## src/rtl/operand_fetch_sequencer.sv

```systemverilog
// Resolves up to four instruction arguments (immediate or register read) into extended 64-bit operands.
// Latency 2+m+2k+g cycles from accept; rf_req is held until rf_gnt, and the bundle is held until out_ready.
module operand_fetch_sequencer #(
  parameter int REG_ADDR_W = 5
) (
  input  logic                  clk,
  input  logic                  rst_n,
  input  logic                  flush,
  input  logic                  in_valid,
  output logic                  in_ready,
  input  logic [295:0]          in_instr,
  input  logic [2:0]            in_num_args,
  output logic                  rf_req,
  output logic [REG_ADDR_W-1:0] rf_addr,
  input  logic                  rf_gnt,
  input  logic [63:0]           rf_rdata,
  output logic                  out_valid,
  input  logic                  out_ready,
  output logic [15:0]           out_opcode,
  output logic [7:0]            out_flags,
  output logic [63:0]           out_op0,
  output logic [63:0]           out_op1,
  output logic [63:0]           out_op2,
  output logic [63:0]           out_op3
);

  typedef struct packed {
    logic [15:0] opcode;
    logic [3:0]  arg_size0;
    logic [3:0]  arg_size1;
    logic [3:0]  arg_size2;
    logic [3:0]  arg_size3;
    logic [7:0]  flags;
    logic [63:0] arg0;
    logic [63:0] arg1;
    logic [63:0] arg2;
    logic [63:0] arg3;
  } instruction_t;

  typedef enum logic [1:0] {IDLE, FETCH, WAIT, OUT} state_t;

  state_t            state_q, state_d;
  instruction_t      instr_q;
  logic [2:0]        num_q;
  logic [2:0]        idx_q;
  logic [3:0][63:0]  op_q;

  logic [63:0] cur_arg;
  logic [3:0]  cur_size;
  logic        cur_sgn;
  logic        cur_imm;
  logic        accept;
  logic        ld_imm;
  logic        ld_rd;

  function automatic logic [63:0] ext(input logic [63:0] v, input logic [3:0] sz, input logic sgn);
    logic [63:0] r;
    case (sz)
      4'd0:    r = {{56{sgn & v[7]}},  v[7:0]};
      4'd1:    r = {{48{sgn & v[15]}}, v[15:0]};
      4'd2:    r = {{32{sgn & v[31]}}, v[31:0]};
      default: r = v;
    endcase
    return r;
  endfunction

  always_comb begin
    cur_arg  = '0;
    cur_size = '0;
    case (idx_q[1:0])
      2'd0: begin cur_arg = instr_q.arg0; cur_size = instr_q.arg_size0; end
      2'd1: begin cur_arg = instr_q.arg1; cur_size = instr_q.arg_size1; end
      2'd2: begin cur_arg = instr_q.arg2; cur_size = instr_q.arg_size2; end
      default: begin cur_arg = instr_q.arg3; cur_size = instr_q.arg_size3; end
    endcase
    cur_imm = instr_q.flags[{1'b0, idx_q[1:0]}];
    cur_sgn = instr_q.flags[{1'b1, idx_q[1:0]}];
  end

  always_comb begin
    state_d   = state_q;
    in_ready  = 1'b0;
    rf_req    = 1'b0;
    rf_addr   = '0;
    out_valid = 1'b0;
    accept    = 1'b0;
    ld_imm    = 1'b0;
    ld_rd     = 1'b0;
    case (state_q)
      IDLE: begin
        in_ready = 1'b1;
        if (in_valid && !flush) begin
          accept  = 1'b1;
          state_d = FETCH;
        end
      end
      FETCH: begin
        if (idx_q >= num_q) begin
          state_d = OUT;
        end else if (cur_imm) begin
          ld_imm = 1'b1;
        end else begin
          rf_req  = 1'b1;
          rf_addr = cur_arg[REG_ADDR_W-1:0];
          if (rf_gnt) state_d = WAIT;
        end
      end
      WAIT: begin
        ld_rd   = 1'b1;
        state_d = FETCH;
      end
      default: begin
        out_valid = 1'b1;
        if (out_ready) state_d = IDLE;
      end
    endcase
    // Abort suppresses any operand write so a late read return is dropped.
    if (flush) begin
      state_d = IDLE;
      ld_imm  = 1'b0;
      ld_rd   = 1'b0;
    end
  end

  always_ff @(posedge clk or negedge rst_n) begin
    if (!rst_n) state_q <= IDLE;
    else        state_q <= state_d;
  end

  always_ff @(posedge clk or negedge rst_n) begin
    if (!rst_n) begin
      instr_q <= '0;
      num_q   <= '0;
      idx_q   <= '0;
      op_q    <= '0;
    end else if (accept) begin
      instr_q <= instruction_t'(in_instr);
      num_q   <= (in_num_args > 3'd4) ? 3'd4 : in_num_args;
      idx_q   <= '0;
      op_q    <= '0;
    end else if (ld_imm || ld_rd) begin
      op_q[idx_q[1:0]] <= ext(ld_imm ? cur_arg : rf_rdata, cur_size, cur_sgn);
      idx_q            <= idx_q + 3'd1;
    end
  end

  assign out_opcode = instr_q.opcode;
  assign out_flags  = instr_q.flags;
  assign out_op0    = op_q[0];
  assign out_op1    = op_q[1];
  assign out_op2    = op_q[2];
  assign out_op3    = op_q[3];

endmodule

```

## config.mk

```make
export PLATFORM = sky130hd
export DESIGN_NAME = operand_fetch_sequencer
export DESIGN_NICKNAME = d
export VERILOG_FILES = /design/src/rtl/operand_fetch_sequencer.sv
export SDC_FILE = /design/constraint.sdc
export NUM_CORES = 1
export LEC_CHECK = 0
export CAP_MARGIN = 5
export CORE_AREA = 5 5 256 258
export DETAILED_ROUTE_END_ITERATION = 10
export DIE_AREA = 0 0 261 263
export PLACE_DENSITY = 0.76
export RECOVER_POWER = 100
export SYNTH_ARGS = -nofsm -noshare
export SYNTH_HDL_FRONTEND = slang
export SYNTH_SLANG_ARGS = --single-unit
```

## constraint.sdc

```tcl
create_clock -name clk -period 3.7 [get_ports clk]
set_input_delay 0.74 -clock clk [delete_from_list [all_inputs] [get_ports clk]]
set_output_delay 0.74 -clock clk [all_outputs]
set_load 0.05 [all_outputs]
```

**Track usage over the die**

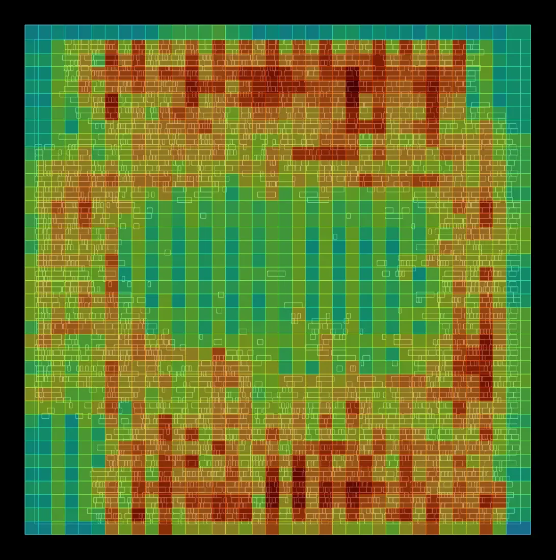
met3 Usage GRT: 0.0648
final core occ: 0.526

**Clock wires, drivers and flops**

(1.5 px per µm)
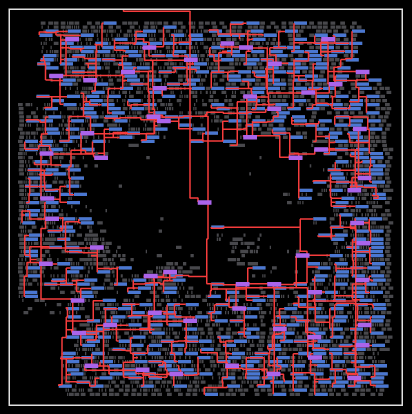
[clock drivers] purple | count: 58
[clock wires] red | length: 6940 µm
[flip-flops] blue | count: 560
routed clock nets: 59
flops lie: widely spread

**Signal wires on met4**

(1.5 px per µm) Supply wires on this layer in gray.
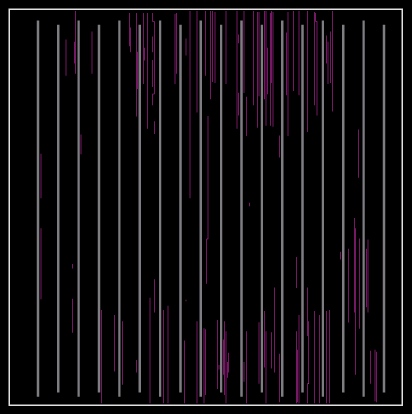
share of all routed wire: 5.0%
longest straight run: 124 µm
wire length on this layer: 4590 µm
nets with wire on the layer: 92
main direction: vertical
DRT Wirelength: 91.6 mm
total vias in the final route: 21300

==> run summary <==
Results of the full flow below.

Final layout:
- The run gives the area used by multi-input combinational logic as 8540 µm².
- The run gives the total number of nets in the final design as 3408.
- 29 antenna diodes ended up in the layout.
- The run gives the fraction of area in registers as 0.424.

Clock network:
- The run puts the deepest clock path buffer count at 3.
- The run gives the number of gates resized after CTS as 1.
- The run gives the setup fix buffers added after clock tree synthesis as 1.

Flow run:
- The run gives the number of warnings the tools reported as 38.
- The report counts max-capacitance violations totalling 2.

Detailed routing:
- The first routing iteration left 2530 violations.
- The run gives the wire length on met2 as 41.9 mm.
- The routed design uses 8.29 mm of met3 wire.
- The run gives the final routed wire length divided by cell count as 23.2 µm.

Critical path:
- The timing report shows that the slowest cell on the worst path is dfrtp_2.

Outcome:
- The flow ran to the end, but the final reports show violations.
- The final reports fail on capacitance limit, slew limit.

STA:
- The run puts the transition at the pin with the smallest max-transition slack at 2710 ps.
- For reference, the final report shows the max-slew violation count at 348.

Logic synthesis:
- The run gives the leading cell type by number of instances after synthesis as nand2_1.
- The run gives the simple logic cell fraction of the synthesized area as 0.187.

Floorplanning:
- The run puts the floorplan die height at 263 µm.

Global route:
- Entering global routing, the biggest net connects 263 pins.
**Nets reached from selected ports**

(1 px per µm)
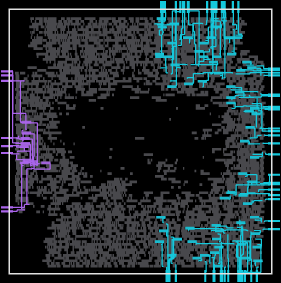
| port | color | bits | direction | edge | end cells | buffers | wire |
|---|---|---|---|---|---|---|---|
| `out_flags` | purple | 8 | output | west | 8 | 8 | 696 µm |
| `out_op1` | cyan | 64 | output | 22 east, 22 north, 20 south | 64 | 64 | 2990 µm |

**Placement density heat map**

(1.5 px per µm) The die is cut into 26 by 26 equal tiles; dark blue is low, red is high, 0 to 100% covered.
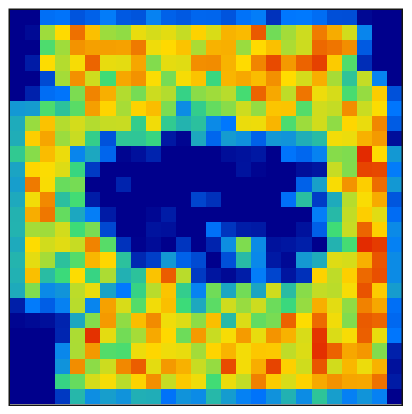
emptiest ninth of the die: center
mean over tiles: 47%
nearly empty tiles: 15%
total core area: 62700 µm²
fraction of the core area occupied by cells at floorplan: 0.375

==> power groups by stage <==
stage	combinational (W)	clock, W	sequential (W)
after floorplan	0.00717	0	0.0146
final	0.0173	0.00642	0.0106
after CTS	0.0178	0.00651	0.0106
after global routing	0.0183	0.00677	0.0109
after detailed placement	0.0177	0	0.0107
after global placement	0.0174	0	0.0107
==> sequential cells by signal (all words and copies together), names as in the netlist <==
signal and cells:
out_op0 64, state_q 2, out_op1 64, out_op2 64, instr_q 272, out_opcode 16
out_flags 8, idx_q 3, num_q 3, out_op3 64
==> per-stage QoR <==
step	hold WS [ps]	setup WS, ps	std cells	utilization
6_report	466	153	3950	0.526
4_1_cts	216	37.0	3919	0.528
5_1_grt	487	11.1	3946	0.526
3_5_place_dp	457	479	3811	0.494
3_3_place_gp	451	459	3811	0.494
2_1_floorplan	437	620	2461	-
No activity file was given, so power comes from the tool's default toggle rates.
